$ cat src/rtl/ehgu_fifo_reader.sv
// Read-side engine for a single-clock FIFO memory: issues reads, absorbs memory latency, buffers words.
// Latency: waddr increment to dout_valid is 1 + READ_LAT cycles when idle with buffer space.
// Backpressure: credits (OUT_DEPTH - inflight - count) gate renable so the output buffer never overflows.
module ehgu_fifo_reader #(
   parameter int WIDTH     = 8,
   parameter int AWIDTH    = 8,
   parameter int DEPTH     = 128,
   parameter int READ_LAT  = 1,
   parameter int OUT_DEPTH = 4
) (
   input  logic              clk,
   input  logic              rst,
   input  logic              en,
   input  logic [AWIDTH-1:0] waddr,
   output logic              renable,
   output logic [AWIDTH-1:0] raddr,
   input  logic [WIDTH-1:0]  rdata,
   output logic [WIDTH-1:0]  dout,
   output logic              dout_valid,
   input  logic              dout_ready,
   output logic              empty,
   output logic [AWIDTH:0]   level
);

   localparam int PW = (OUT_DEPTH > 1) ? $clog2(OUT_DEPTH) : 1;
   localparam int CW = $clog2(OUT_DEPTH + READ_LAT + 1) + 1;
   localparam logic [AWIDTH:0]   LP_DEPTH  = (AWIDTH+1)'(DEPTH);
   localparam logic [AWIDTH-1:0] LP_LAST   = AWIDTH'(DEPTH - 1);
   localparam logic [PW-1:0]     LP_OLAST  = PW'(OUT_DEPTH - 1);
   localparam logic [CW-1:0]     LP_ODEPTH = CW'(OUT_DEPTH);

   logic [AWIDTH-1:0]  r_raddr;
   logic [READ_LAT-1:0] r_vld;
   logic [WIDTH-1:0]   r_buf [OUT_DEPTH];
   logic [PW-1:0]      r_head;
   logic [PW-1:0]      r_tail;
   logic [CW-1:0]      r_count;

   logic [AWIDTH:0]    w_wa;
   logic [AWIDTH:0]    w_ra;
   logic [AWIDTH:0]    w_avail;
   logic [CW-1:0]      w_inflight;
   logic [CW-1:0]      w_used;
   logic               w_ren;
   logic               w_push;
   logic               w_pop;

   // Unread words in memory, with the pointer wrap at DEPTH (not necessarily a power of 2).
   always_comb begin
      w_wa    = {1'b0, waddr};
      w_ra    = {1'b0, r_raddr};
      w_avail = (waddr >= r_raddr) ? (w_wa - w_ra) : (w_wa + LP_DEPTH - w_ra);
   end

   // Reads in flight = set bits of the latency shift register.
   always_comb begin
      w_inflight = '0;
      for (int i = 0; i < READ_LAT; i++) begin
         w_inflight = w_inflight + {{(CW-1){1'b0}}, r_vld[i]};
      end
   end

   // Issue a read only while a credit remains, so every issued word has a buffer slot waiting.
   always_comb begin
      w_used = w_inflight + r_count;
      w_ren  = !rst && en && (w_avail != '0) && (w_used < LP_ODEPTH);
      w_push = r_vld[READ_LAT-1];
      w_pop  = (r_count != '0) && dout_ready;
   end

   assign renable    = w_ren;
   assign raddr      = r_raddr;
   assign level      = w_avail;
   assign empty      = rst || (w_avail == '0);
   assign dout_valid = (r_count != '0);
   assign dout       = r_buf[r_head];

   // Read address advances once per issued read, wrapping at DEPTH-1.
   always_ff @(posedge clk or posedge rst) begin
      if (rst) begin
         r_raddr <= '0;
      end else if (w_ren) begin
         r_raddr <= (r_raddr == LP_LAST) ? '0 : r_raddr + AWIDTH'(1);
      end
   end

   // Valid shift register tracking reads until their data appears on rdata.
   always_ff @(posedge clk or posedge rst) begin
      if (rst) begin
         r_vld <= '0;
      end else begin
         r_vld[0] <= w_ren;
         for (int i = 1; i < READ_LAT; i++) begin
            r_vld[i] <= r_vld[i-1];
         end
      end
   end

   // Circular output buffer; push and pop in the same cycle leave the count unchanged.
   always_ff @(posedge clk or posedge rst) begin
      if (rst) begin
         for (int i = 0; i < OUT_DEPTH; i++) begin
            r_buf[i] <= '0;
         end
         r_head  <= '0;
         r_tail  <= '0;
         r_count <= '0;
      end else begin
         if (w_push) begin
            r_buf[r_tail] <= rdata;
            r_tail        <= (r_tail == LP_OLAST) ? '0 : r_tail + PW'(1);
         end
         if (w_pop) begin
            r_head <= (r_head == LP_OLAST) ? '0 : r_head + PW'(1);
         end
         case ({w_push, w_pop})
            2'b10:   r_count <= r_count + CW'(1);
            2'b01:   r_count <= r_count - CW'(1);
            default: r_count <= r_count;
         endcase
      end
   end

   // A push into a full buffer means the credit accounting is broken.
   a_no_overflow: assert property (@(posedge clk) disable iff (rst)
      !(w_push && (r_count == LP_ODEPTH)));

endmodule
$ cat config.mk
export PLATFORM = sky130hd
export DESIGN_NAME = ehgu_fifo_reader
export DESIGN_NICKNAME = d
export VERILOG_FILES = /design/src/rtl/ehgu_fifo_reader.sv
export SDC_FILE = /design/constraint.sdc
export NUM_CORES = 1
export LEC_CHECK = 0
export ABC_CLOCK_PERIOD_IN_PS = 6000
export CORE_MARGIN = 8
export CORE_UTILIZATION = 45
export CTS_BUF_LIST = sky130_fd_sc_hd__clkbuf_4
export CTS_CLUSTER_DIAMETER = 60
export DETAILED_ROUTE_END_ITERATION = 6
export GPL_TIMING_DRIVEN = 1
export PLACE_DENSITY_LB_ADDON = 0.1
export REMOVE_ABC_BUFFERS = 1
export SLEW_MARGIN = 25
export SYNTH_ARGS = -nofsm -noshare
export SYNTH_HDL_FRONTEND = slang
export SYNTH_SLANG_ARGS = --single-unit
export TNS_END_PERCENT = 20
$ cat constraint.sdc
create_clock -name clk -period 6 [get_ports clk]
set_input_delay 1.2 -clock clk [delete_from_list [all_inputs] [get_ports clk]]
set_output_delay 1.2 -clock clk [all_outputs]
set_load 0.05 [all_outputs]
==> results.md, run 1 <==
| Parameter | Reported |
| --- | --- |
| Outcome | finished, final reports clean |
| Most used cell, CP | inv_1 |
| Largest stage delay on the critical path | 0.50 ns |
| Max Cap Violations | 0 |
| Wire length the detailed router placed on met1 | 3.405 mm |
| Launching instance or port of the critical path | waddr[0] |
| Signal buffers | 48 |
| Most common cell in the synthesized netlist | dfrtp_1 |
| Clk_skew | 0.01129 ns |
| Routed length on met3 | 312 µm |
| Maximum clock frequency | 0.1785 GHz |
| DRC marker count from the first detailed-route iteration | 93 |
| Multiplexer fraction of the synthesized cell area | 18.08% |
| Number of non-filler instances in the completed layout | 441 |
| Post-CTS setup buffer count | 0 |
| Areal power density over the cells | 562.5 nW/µm² |
| Complex-gate fraction of the synthesized area | 9.840% |
| Share of layout cells above drive strength 1 | 18.71% |
| Final-report max-slew violation count | 0 |
| Buffer and inverter count on the worst path | 5 |
| Cells on Worst Hold Path | 1 |
| Post-layout util | 54.72% |
| Min-Delay Endpoint | r_buf[8]$_DFFE_PP0P_ |
| Slew HR | 58.14% |
| Comb. cell area | 1904 µm² |
| Quantity of gates resized following cts | 0 |
| Sequential cell count | 49 |
| Top Layer Used | met4 |
| Placement row count | 31 |
| Biggest cell category by area in the final layout | logic gates |
| Root buf cell | clkbuf_4 |
| Post-synthesis chip area from yosys | 3281 µm² |
| Insertion delay to the later sink of the worst-skew pair | 0.35 ns |
| Share of synthesized registers carrying an async set or reset | 100.0% |
| Number of H-tree branching levels | 2 |
| WP depth | 13 |
| GR Util met3 | 3.024% |
| Post-synth tally of flip-flops with integrated enable | 0 |
| Critical path data required time | 4.80 ns |
| TritonCTS clock tree | built |
| Total die area | 10280 µm² |
| Total Power | 2.208 mW |
| Number of nets with antenna violations after routing | 0 |
| Setup repair after global routing missed its margin | false |
| Grt met2 use | 21.61% |
| Pin count of the biggest net entering global routing | 51 |
| Min Clock Period, post-route | 5.603 ns |
| Final worst slack | 0.3973 ns |
| Antenna violations before repair | 0 |
| Slowest CP cell | or4b_1 |
| Critical path destination | renable |
| Met2 WL | 2.967 mm |
| Vias per cell | 5.211 |
| CP cell instances | clkdlybuf4s50_1 -> inv_1 -> ha_1 -> inv_1 -> fa_1 -> a31oi_2 -> xnor2_1 -> or4b_1 -> a2111oi_2 -> a31o_1 -> a311o_2 -> inv_1 -> buf_12 |
| Grt met1 use | 19.70% |
| Critical Path Sink Type | output pin |
| Relative area of non-clock buffer cells in the final design | 12.36% |
| Register-to-register setup slack | 2.50 ns |
| Count of placed standard cells including taps | 433 |
| Area fraction in full adders, half adders and majority gates | 15.03% |
| Antenna diode count | 0 |
| Count of final setup violators | 0 |
| Wire length of the first global-routing pass | 11.52 mm |
| Maximum fanout count along the critical path | 13 |
==> run 1: power breakdown <==
group          internal (mW)  total (mW)  switching, mW  leakage, nW
sequential             0.484       0.613          0.129        0.576
clock                 0.0467       0.155          0.108       0.0316
combinational          0.610        1.44          0.830         1.12
==> run 1: placed cells by master (no fill, tap or decap), drive strengths merged, types with 3 or more instances in the layout <==
cell type       n
nor3            5
xor2            4
mux2           34
nand2          19
a31oi           3
o31ai           3
or3             4
clkdlybuf4s50  45
nand3           7
o21ai          14
a21o            4
and3            3
nand2b          3
inv            35
mux2i           3
nor2b           3
o31a            3
dfrtp          49
mux4            8
clkbuf          5
fa              9
ha             25
xnor2          11
nor2           13
buf             3
==> run 1: sequential cells by signal, summed over array words and instances (netlist names) <==
register  flops
r_buf        32
raddr         8
r_count       4
r_head        2
r_tail        2
r_vld         1
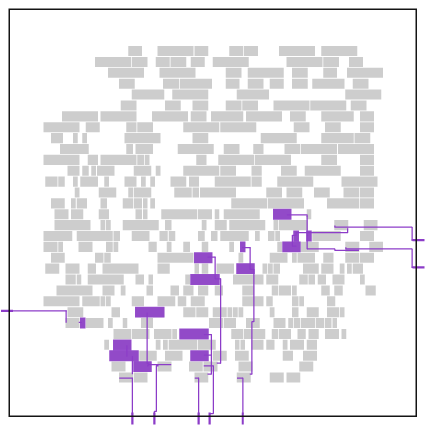
**Above:** run 1 (wires at chosen ports, followed through buffers).
Scale: 4 px per µm.
colour	port	bits	direction	end cells	wire
purple	`waddr`	8	input	15	276 µm
Boundary Pins: 48
count of buffers from port buffering: 47

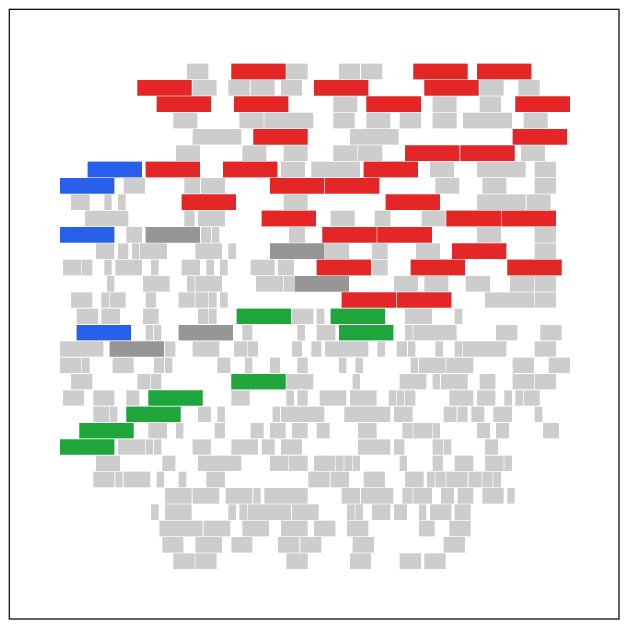
**Above:** run 1 (register map, names as in the netlist).
Scale: 6 px per µm. Other sequential cells in the stronger grey, the rest of the logic in the fainter grey.
colour	name in the netlist	flops
red	`r_buf`	32
blue	`r_count`	4
green	`raddr`	8
flip-flop and latch area: 1226 µm²
Seq/total area: 31.23%

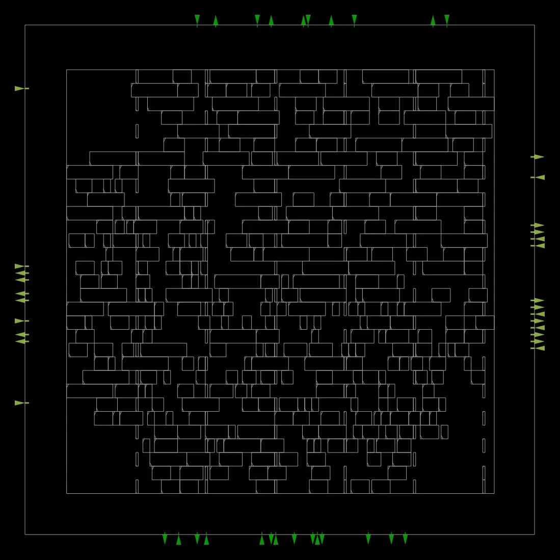
**Above:** run 1 (placed standard cells).
Tap Count: 99
filler instances: 652

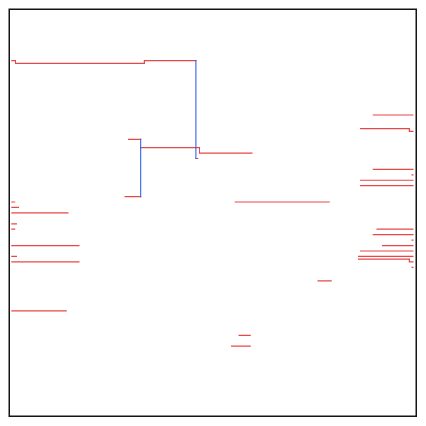
**Above:** run 1 (signal wires by layer).
Scale: 4 px per µm. Only two layers are drawn.
colour	layer	wire length
red	M3	312 µm
blue	M4	38.8 µm
sum of routed wire length over all layers: 6.723 mm
Vias: 2298
post-DR wirelength/cell: 15.24 µm
Total GRT Usage: 13.96%

## Run 2: what changed since run 1
- HOLD_SLACK_MARGIN: not set -> 0.02
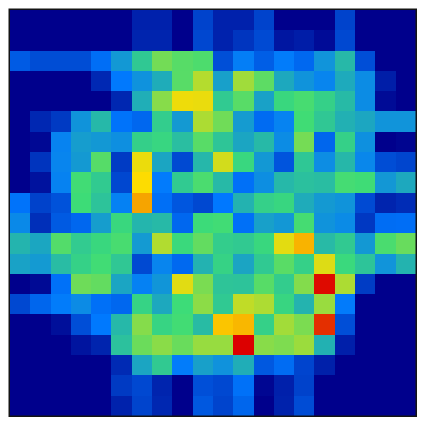
**Above:** run 2 (routed metal per tile).
Scale: 4 px per µm. 20 x 20 tiles, from dark blue (low) to red (high), scaled to the fullest tile. Values are wire area over tile area, all layers added.
mean over tiles	0.10
fullest tile	0.37
nearly empty tiles	23%
emptiest ninth of the die	north-west
tiles over half the peak	17%

==> results.md, run 2 <==
| Parameter | Reported | Change |
| --- | --- | --- |
| Outcome | finished, final reports clean | unchanged |
| Boundary Pins | 48 | unchanged |
| Commonest Layout Cell | dfrtp_1 | unchanged |
| Yosys synthesis warning count | 0 | unchanged |
| Vias per cell | 5.211 | unchanged |
| Global placement routability congestion | 0.7778 | unchanged |
| Worst Max-Slew Pin Slew | 0.6280 ns | unchanged |
| Critical path data required time | 4.80 ns | about the same |
| Sequential group share of total power | 27.8% | about the same |
| Complex-gate fraction of the synthesized area | 9.840% | unchanged |
| Number of detailed-route iterations in the first pass | 4 | unchanged |
| Multiplexer fraction of the synthesized cell area | 18.08% | unchanged |
| Logic pwr share | 65.2% | about the same |
| Number of cells on the worst reg-to-reg path | 11 | unchanged |
| Worst slack on hold paths | 0.5169 ns | unchanged |
| Antenna diode count | 0 | unchanged |
| Pin count of the biggest net entering global routing | 51 | unchanged |
| Crit path arrival time | 4.40 ns | about the same |
| Count of buffers from port buffering | 47 | unchanged |
| Max power group | combinational cells | unchanged |
| Hold Violations, Final | 0 | unchanged |
| Mapped Avg Cell Area | 11.31 µm² | unchanged |
| Most common cell in the synthesized netlist | dfrtp_1 | unchanged |
| Number of nets with antenna violations after routing | 0 | unchanged |
| Vias | 2298 | unchanged |
| Area fraction in full adders, half adders and majority gates | 15.03% | unchanged |
| Dpl ws | 0.4013 ns | unchanged |
| Placement row count | 31 | unchanged |
| Comb. cell area | 1904 µm² | unchanged |
| Dominant non-sequential cell family after synthesis | multiplexers | unchanged |
| Min Clock Period, post-route | 5.603 ns | unchanged |
| Min-Delay Endpoint | r_buf[8]$_DFFE_PP0P_ | unchanged |
| Startpoint of the worst hold path | r_buf[8]$_DFFE_PP0P_ | unchanged |
| Crit Path Class | in2out | unchanged |
| Post-CTS setup buffer count | 0 | unchanged |
| Filler instances | 652 | unchanged |
| Most used flip-flop cell | dfrtp_1 | unchanged |
| DRC marker count from the first detailed-route iteration | 93 | unchanged |
| Cell type with the largest total area | dfrtp_1 | unchanged |
| Number of distinct library cells after synthesis | 53 | unchanged |
| Post-synthesis chip area from yosys | 3281 µm² | unchanged |
| Critical Path Sink Type | output pin | unchanged |
| Sum of negative setup slack | 0 ns | unchanged |
| Worst supply voltage drop on vdd | 0.2957 mV | unchanged |
| Number of warnings in the stage logs | 36 | unchanged |
| Sum of routed wire length over all layers | 6.723 mm | unchanged |
| Design internal power | 1.141 mW | unchanged |
| Quantity of gates resized following cts | 0 | unchanged |
| Total Power | 2.208 mW | unchanged |
| Slew HR | 58.14% | unchanged |
| Power Combinational | 1.44 mW | about the same |
| Initial standard-cell utilization of the core | 45.72% | unchanged |
| Final cycle utilization of the critical path | 93.38% | unchanged |
| Share of layout cells above drive strength 1 | 18.71% | unchanged |
| Most frequently placed logic cells in the final layout | dfrtp_1 (49), clkdlybuf4s50_1 (45), inv_1 (33), mux2_2 (33), ha_1 (25) | unchanged |
| Clock transition time at the flip-flop clock pins of the worst setup and hold paths | 0.15 ns | about the same |
| Net Sw Power | 1.067 mW | unchanged |
| Xor+xnor area frac | 4.005% | unchanged |
| Maximum clock frequency | 0.1785 GHz | unchanged |
| Simple-gate portion of the synthesized area | 11.10% | unchanged |
| Yosys cell count | 290 | unchanged |
| Insertion delay to the later sink of the worst-skew pair | 0.35 ns | about the same |
| Total CTS buffers | 5 | unchanged |
| Final std cell area, no fill | 3926 µm² | unchanged |
| Max FFs per register | 32 | unchanged |
| Source of the worst register-to-register timing path | raddr[4]$_DFFE_PP0P_ | unchanged |
| Width of the die | 101.4 µm | unchanged |
| Die height | 101.4 µm | unchanged |
| Net switching share of the total power | 48.32% | unchanged |
| Number of non-filler instances in the completed layout | 441 | unchanged |
| Max Cap Violations | 0 | unchanged |
| Total GRT Usage | 13.96% | unchanged |
| Clock Power Share | 7.0% | about the same |
| Wire length of the first global-routing pass | 11.52 mm | unchanged |
| Maximum fanout count along the critical path | 13 | unchanged |
| Cells on Worst Hold Path | 1 | unchanged |
| Post-DR wirelength/cell | 15.24 µm | unchanged |
| Critical path destination | renable | unchanged |
| TritonCTS clock tree | built | unchanged |
| Number of H-tree branching levels | 2 | unchanged |
| Root buf cell | clkbuf_4 | unchanged |
| Startpoint kind of the worst setup timing path | input port | unchanged |
| Post-place instance area | 3867 µm² | unchanged |
| Share of synthesized registers carrying an async set or reset | 100.0% | unchanged |
| Count of placed standard cells including taps | 433 | unchanged |
| Top cell area share | 37.38% | unchanged |
| Final worst slack | 0.3973 ns | unchanged |
| Flip-flop and latch area | 1226 µm² | unchanged |
| Type of the most critical hold path | reg2reg | unchanged |
| Final-report max-slew violation count | 0 | unchanged |
| Count of final setup violators | 0 | unchanged |
| Estimated wirelength of the detail-placed design | 5.351 mm | unchanged |
| Largest reg by FF count | r_buf | unchanged |
| Areal power density over the cells | 562.5 nW/µm² | unchanged |
| Clk_skew | 0.01129 ns | unchanged |
| Post-synth tally of flip-flops with integrated enable | 0 | unchanged |
| Setup repair after global routing missed its margin | false | unchanged |
| Antenna violations before repair | 0 | unchanged |
| # nets final | 395 | unchanged |
| End of the worst register-to-register path | raddr[7]$_DFFE_PP0P_ | unchanged |
| # DRC | 0 | unchanged |
| Register-to-register setup slack | 2.50 ns | about the same |
| Register bit total from synthesis | 49 | unchanged |
| Launching instance or port of the critical path | waddr[0] | unchanged |
| Total clock network power | 0.155 mW | about the same |
| Total die area | 10280 µm² | unchanged |
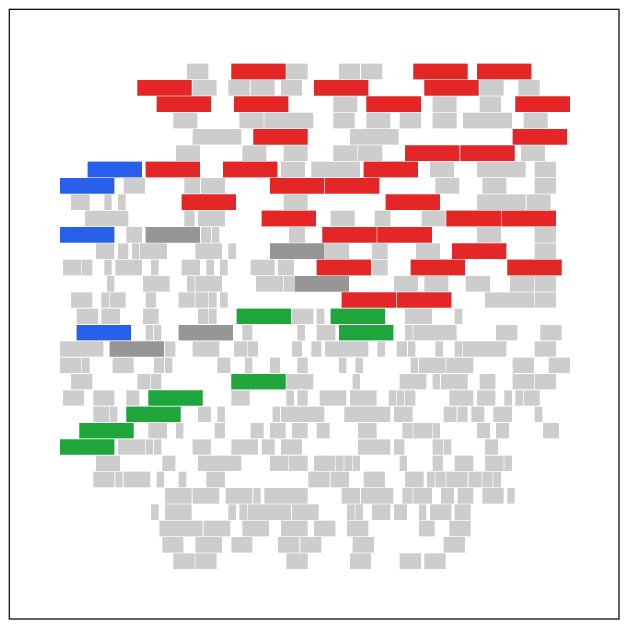
**Above:** run 2 (register map, names as in the netlist).
Scale: 6 px per µm. Other sequential cells in the stronger grey, the rest of the logic in the fainter grey.
colour	name in the netlist	flops
green	`raddr`	8
red	`r_buf`	32
blue	`r_count`	4
not coloured	5
sequential cell power: 0.613 mW
post-layout util: 54.72%

## run 2: critical path, cell delays in order
cell and delay [ns]:
clkdlybuf4s50_1 0.39, inv_1 0.05, ha_1 0.17, inv_1 0.08
fa_1 0.43, a31oi_2 0.27, xnor2_1 0.11, or4b_1 0.50
a2111oi_2 0.37, a31o_1 0.18, a311o_2 0.34, inv_1 0.13
buf_12 0.17
## run 2: area by class of cell
type,count,share of cell area [%]
clock buffers,5,0.9560
clock inverters,3,0.5417
inverters,34,3.250
multi-input cells,203,48.50
flip-flops and latches,49,31.23
well taps,99,3.155
repair buffers,48,12.36
## run 2: per-layer routing
| layer | global-route usage, % | routed length [µm] |
|---|---|---|
| met2 | 21.61 | 2967 |
| met3 | 3.024 | 312 |
| met5 | 0 | 0 |
| met4 | 2.405 | 38 |
| met1 | 19.70 | 3405 |
Power figures rest on the tool's default switching activity, not on a simulated workload.
